File: src/rtl/alu_pkg.sv
// Shared types and constants for the ALU command front-end.
// Op encodings, datapath widths and the operand-stage command bundle.
package alu_pkg;

  localparam int DATA_W  = 16;
  localparam int SHIFT_W = 4;

  localparam logic [2:0] OP_ADD  = 3'd0;
  localparam logic [2:0] OP_SUB  = 3'd1;
  localparam logic [2:0] OP_AND  = 3'd2;
  localparam logic [2:0] OP_OR   = 3'd3;
  localparam logic [2:0] OP_SHL  = 3'd4;
  localparam logic [2:0] OP_SHR  = 3'd5;
  localparam logic [2:0] OP_ROTL = 3'd6;
  localparam logic [2:0] OP_ROTR = 3'd7;

  // Tag travels beside this bundle so its width can stay a parameter.
  typedef struct packed {
    logic [2:0]         op;
    logic [SHIFT_W-1:0] shift;
    logic [DATA_W-1:0]  a;
    logic [DATA_W-1:0]  b;
  } alu_cmd_t;

endpackage

File: src/rtl/alu.sv
// Combinational 16-bit barrel-shifter ALU.
// Ports: select (op), shift_mag, i0, i1 in; o result out.
module alu
  import alu_pkg::*;
(
  input  logic [2:0]         select,
  input  logic [SHIFT_W-1:0] shift_mag,
  input  logic [DATA_W-1:0]  i0,
  input  logic [DATA_W-1:0]  i1,
  output logic [DATA_W-1:0]  o
);

  logic [4:0] rsh;

  // Complementary shift for rotates; 16 yields zero fill when mag is 0.
  assign rsh = 5'(DATA_W) - {1'b0, shift_mag};

  always_comb begin
    o = '0;
    case (select)
      OP_ADD:  o = i0 + i1;
      OP_SUB:  o = i0 - i1;
      OP_AND:  o = i0 & i1;
      OP_OR:   o = i0 | i1;
      OP_SHL:  o = i0 << shift_mag;
      OP_SHR:  o = i0 >> shift_mag;
      OP_ROTL: o = (i0 << shift_mag) | (i0 >> rsh);
      OP_ROTR: o = (i0 >> shift_mag) | (i0 << rsh);
      default: o = '0;
    endcase
  end

endmodule

File: src/rtl/alu_rsp_fifo.sv
// Synchronous circular FIFO with occupancy count, storage reset to 0.
// Ports: clk, rst_n, wr_en/wr_data, rd_en/rd_data, empty, count.
module alu_rsp_fifo #(
  parameter int DEPTH = 4,
  parameter int W     = 20
) (
  input  logic                     clk,
  input  logic                     rst_n,
  input  logic                     wr_en,
  input  logic [W-1:0]             wr_data,
  input  logic                     rd_en,
  output logic [W-1:0]             rd_data,
  output logic                     empty,
  output logic [$clog2(DEPTH):0]   count
);

  localparam int AW = $clog2(DEPTH);

  logic [W-1:0] mem [DEPTH];
  logic [AW:0]  wptr;
  logic [AW:0]  rptr;
  logic         full;
  logic         do_wr;
  logic         do_rd;

  // Extra MSB distinguishes full from empty when indices match.
  assign full  = (wptr[AW] != rptr[AW]) &&
                 (wptr[AW-1:0] == rptr[AW-1:0]);
  assign empty = (wptr == rptr);
  assign count = wptr - rptr;
  assign do_wr = wr_en && !full;
  assign do_rd = rd_en && !empty;
  assign rd_data = mem[rptr[AW-1:0]];

  always_ff @(posedge clk or negedge rst_n) begin
    if (!rst_n) begin
      wptr <= '0;
      rptr <= '0;
      for (int i = 0; i < DEPTH; i++) begin
        mem[i] <= '0;
      end
    end else begin
      if (do_wr) begin
        mem[wptr[AW-1:0]] <= wr_data;
        wptr <= wptr + 1'b1;
      end
      if (do_rd) begin
        rptr <= rptr + 1'b1;
      end
    end
  end

endmodule

File: src/rtl/alu_issue.sv
// Command front-end: operand register -> alu -> tagged result FIFO.
// Ports: cmd_* valid/ready in, rsp_* valid/ready out, busy, op_count.
module alu_issue
  import alu_pkg::*;
#(
  parameter int FIFO_DEPTH = 4,
  parameter int TAG_W      = 4
) (
  input  logic               clk,
  input  logic               rst_n,
  input  logic               cmd_valid,
  output logic               cmd_ready,
  input  logic [2:0]         cmd_op,
  input  logic [SHIFT_W-1:0] cmd_shift,
  input  logic [DATA_W-1:0]  cmd_a,
  input  logic [DATA_W-1:0]  cmd_b,
  input  logic [TAG_W-1:0]   cmd_tag,
  output logic               rsp_valid,
  input  logic               rsp_ready,
  output logic [DATA_W-1:0]  rsp_data,
  output logic [TAG_W-1:0]   rsp_tag,
  output logic               rsp_zero,
  output logic               busy,
  output logic [15:0]        op_count
);

  localparam int AW = $clog2(FIFO_DEPTH);
  localparam int EW = DATA_W + TAG_W;
  localparam logic [AW+1:0] LIM = (AW+2)'(FIFO_DEPTH);

  alu_cmd_t         s1_cmd;
  logic [TAG_W-1:0] s1_tag;
  logic             s1_valid;
  logic             accept;
  logic             take;
  logic             empty;
  logic [AW:0]      fifo_count;
  logic [AW+1:0]    credit;
  logic [DATA_W-1:0] alu_o;
  logic [EW-1:0]    head;

  // Reserve a slot for the S1 result so S1 never has to stall.
  assign credit    = {1'b0, fifo_count} + {{(AW+1){1'b0}}, s1_valid};
  assign cmd_ready = credit < LIM;
  assign accept    = cmd_valid && cmd_ready;
  assign take      = rsp_valid && rsp_ready;

  always_ff @(posedge clk or negedge rst_n) begin
    if (!rst_n) begin
      s1_valid <= 1'b0;
      s1_cmd   <= '0;
      s1_tag   <= '0;
    end else begin
      s1_valid <= accept;
      if (accept) begin
        s1_cmd <= '{op: cmd_op, shift: cmd_shift,
                    a: cmd_a, b: cmd_b};
        s1_tag <= cmd_tag;
      end
    end
  end

  alu u_alu (
    .select    (s1_cmd.op),
    .shift_mag (s1_cmd.shift),
    .i0        (s1_cmd.a),
    .i1        (s1_cmd.b),
    .o         (alu_o)
  );

  alu_rsp_fifo #(
    .DEPTH (FIFO_DEPTH),
    .W     (EW)
  ) u_fifo (
    .clk     (clk),
    .rst_n   (rst_n),
    .wr_en   (s1_valid),
    .wr_data ({alu_o, s1_tag}),
    .rd_en   (take),
    .rd_data (head),
    .empty   (empty),
    .count   (fifo_count)
  );

  assign rsp_valid = !empty;
  assign rsp_data  = head[EW-1:TAG_W];
  assign rsp_tag   = head[TAG_W-1:0];
  assign rsp_zero  = (rsp_data == '0);
  assign busy      = s1_valid || !empty;

  always_ff @(posedge clk or negedge rst_n) begin
    if (!rst_n) begin
      op_count <= '0;
    end else if (take) begin
      op_count <= op_count + 16'd1;
    end
  end

endmodule

File: config.mk
export PLATFORM = sky130hd
export DESIGN_NAME = alu_issue
export DESIGN_NICKNAME = d
export VERILOG_FILES = /design/src/rtl/alu_pkg.sv /design/src/rtl/alu.sv /design/src/rtl/alu_rsp_fifo.sv /design/src/rtl/alu_issue.sv
export SDC_FILE = /design/constraint.sdc
export NUM_CORES = 1
export LEC_CHECK = 0
export CORE_MARGIN = 8
export CORE_UTILIZATION = 45
export CTS_CLUSTER_SIZE = 25
export DETAILED_ROUTE_END_ITERATION = 10
export PLACE_DENSITY = 0.64
export SLEW_MARGIN = 25
export SYNTH_ARGS = -nofsm -noshare
export SYNTH_HDL_FRONTEND = slang
export SYNTH_SLANG_ARGS = --single-unit
export TNS_END_PERCENT = 30
File: constraint.sdc
create_clock -name clk -period 5.2 [get_ports clk]
set_input_delay 0.52 -clock clk [delete_from_list [all_inputs] [get_ports clk]]
set_output_delay 0.52 -clock clk [all_outputs]
set_load 0.02 [all_outputs]
Fig. 1: M3 wires
The bar under the picture is 50 um long.
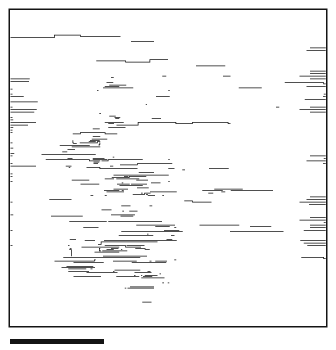
longest straight run	40.5 um
main direction	horizontal
share of all routed wire	6.3%

==> summary.txt <==
Reports from this run.

- The H-tree depth reported by CTS reads 4.
- The per-cell via count in the routed design reads 6.019.
- The pre-placement core utilization reads 45.64%.
- The category of the critical setup timing path is reg2out.
- The final max-slew violation count reads 0.
- The iteration count of the initial detailed-routing pass reads 5.
- The final cell utilization of the core reads a little over half.
- The number of buffers added to fix hold violations after cts is 0.
- The arrival time of the worst setup path reads between 3 and 4 ns.
- The sequential cell area fraction in the yosys report is 35.46%.
- The floorplan net count reads 1233.
- The via count reads 8957.
- The tightest hold margin reads 0.1483 ns.
- The routed length on met1 reads approximately 14000 um.
- In the global route stage, overall resource usage came out at 22.23%.
- The met2 layer usage reported by global route is 35.83%.
- The chip occupies 0.02799 mm2.
- The run finished with clean final reports.
- There are 146 flip-flops and latches.
- The count of state elements after synthesis is 146.
- The number of filler instances in the final layout is 2116.
- The number of synthesized flops with an enable pin reads 0.
- The row count is 55.
- The fraction of area in registers reads between 30% and 40%.
- The setup slack after placement is 1.434 ns.
- The max-slew headroom at the worst pin reads 38.32%.
- Counting flops with an async set or reset pin after synthesis yields a share of 100.0%.
- The total of endpoints with negative setup slack in the final report is 0.
- The number of antenna violations at the first check in global routing reads 0.
- The most used logic cell in the final layout is nand2_1.
- Ranking logic cells in the layout by count gives the top entries nand2_1 (291), dfrtp_1 (145), clkdlybuf4s50_1 (85), o21ai_0 (76), nor2_1 (68).
- The combined buffer and inverter count along the critical path is 2.
- The count of pins on the block boundary is 87.
- The routed length on met3 is around 2000 um.
- Tracing the worst setup path back leads to its startpoint at u_fifo.rptr[0]$_DFFE_PN0P_.
- The clock edge transition at the registers on the reported setup and hold paths is about 0.07 ns.
- According to the tapcell log, the count of inserted taps is 285.
- The post-CTS resize count is 0.
- The tally of clock buffers in the finished layout reads 19.
- The via count of the first global-routing pass came to 8733.
- The number of instances in the placed design is about 1500.
- The routability-driven placement congestion ratio reads 0.9530.
- The final net count reads 1266.
- The measured slew at the worst slew-check pin is slightly above 0.9 ns.
- The tally of nets with antenna violations remaining after routing is 0.
- In the final run the clock tree shows a worst skew of 0.008655 ns.
- For this design, the slowest cell found on the critical path is dfrtp_1.
- The proportion of cell area spent on the clock network is a little under 5%.
- The leftover overflow at the end of global routing reads 0.
- The fraction of met1 tracks used by global routing reads between 20% and 30%.
- Summing every instance area after synthesis gives just over 0.01 mm2.
- The critical path endpoint reads rsp_zero.
- Listed in order, past its start point the critical path passes buf_4, mux4_2, nor4_1, and4_1, clkdlybuf4s50_1.
- The largest buffer count on any clock path is 2.
- The clock latency reported for the late side of the worst-skew pair is around 0.43 ns.
- The peak clock frequency supported by timing is roughly 260 MHz.
- The die width is approximately 170 um.
Fig. 2: met2 routing
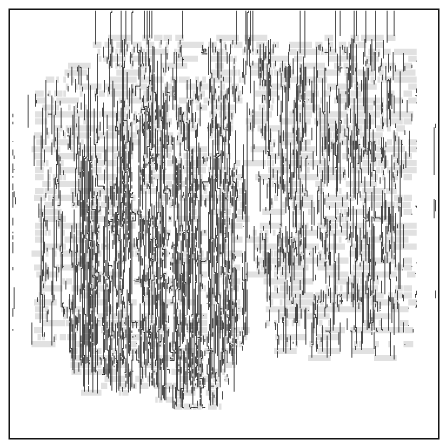
longest straight run	57.3 um
wire length on this layer	14700 um
nets with wire on the layer	998
share of all routed wire	47%
main direction	vertical

==> logic make-up (layout without fill, tap and decap cells) <==
group / count (synthesis) / in the layout / share of synthesized area (%)
adders and majority gates: 38 / 38 / 4.542
AOI/OAI and AO/OA: 259 / 259 / 16.40
xor gates and xnor gates: 47 / 47 / 4.069
muxes: 107 / 107 / 16.44
DFF: 146 / 146 / 35.46
and+or+nand+nor: 457 / 457 / 18.75
buffers and inverters: 103 / 149 / 4.336
==> cell usage after synthesis, drive strengths merged (3+ instances only) <==
cell type	count	area [um2]
a2111oi	3	45.04
a211oi	15	122.6
a21o	9	67.56
a21oi	52	264.0
a221oi	5	43.79
a22oi	13	97.59
a311o	3	30.03
a311oi	3	32.53
a31oi	11	68.82
a32oi	4	35.03
and2	11	68.81
and3	5	31.28
buf	28	165.2
clkbuf	58	217.7
dfrtp	146	3654
ha	27	337.8
inv	17	63.81
maj3	9	90.09
mux2	28	315.3
mux2i	32	320.3
mux4	47	1059
nand2	294	1104
nand2b	6	37.54
nand3	19	95.09
nand4	6	37.54
nor2	69	261.5
nor2b	8	50.05
nor3	19	100.1
nor4	6	43.79
o2111ai	5	43.79
o211ai	6	45.04
o21a	4	30.03
o21ai	90	450.4
o22ai	6	37.54
o31ai	15	140.1
or2	4	25.02
xnor2	22	200.2
xor2	25	219.0
==> registers in the layout, indices dropped and copies added, names as in the netlist <==
signal       cells
u_fifo.wptr      3
u_fifo.rptr      3
op_count        16
s1_valid         1
s1_cmd          39
u_fifo.mem      80
s1_tag           4
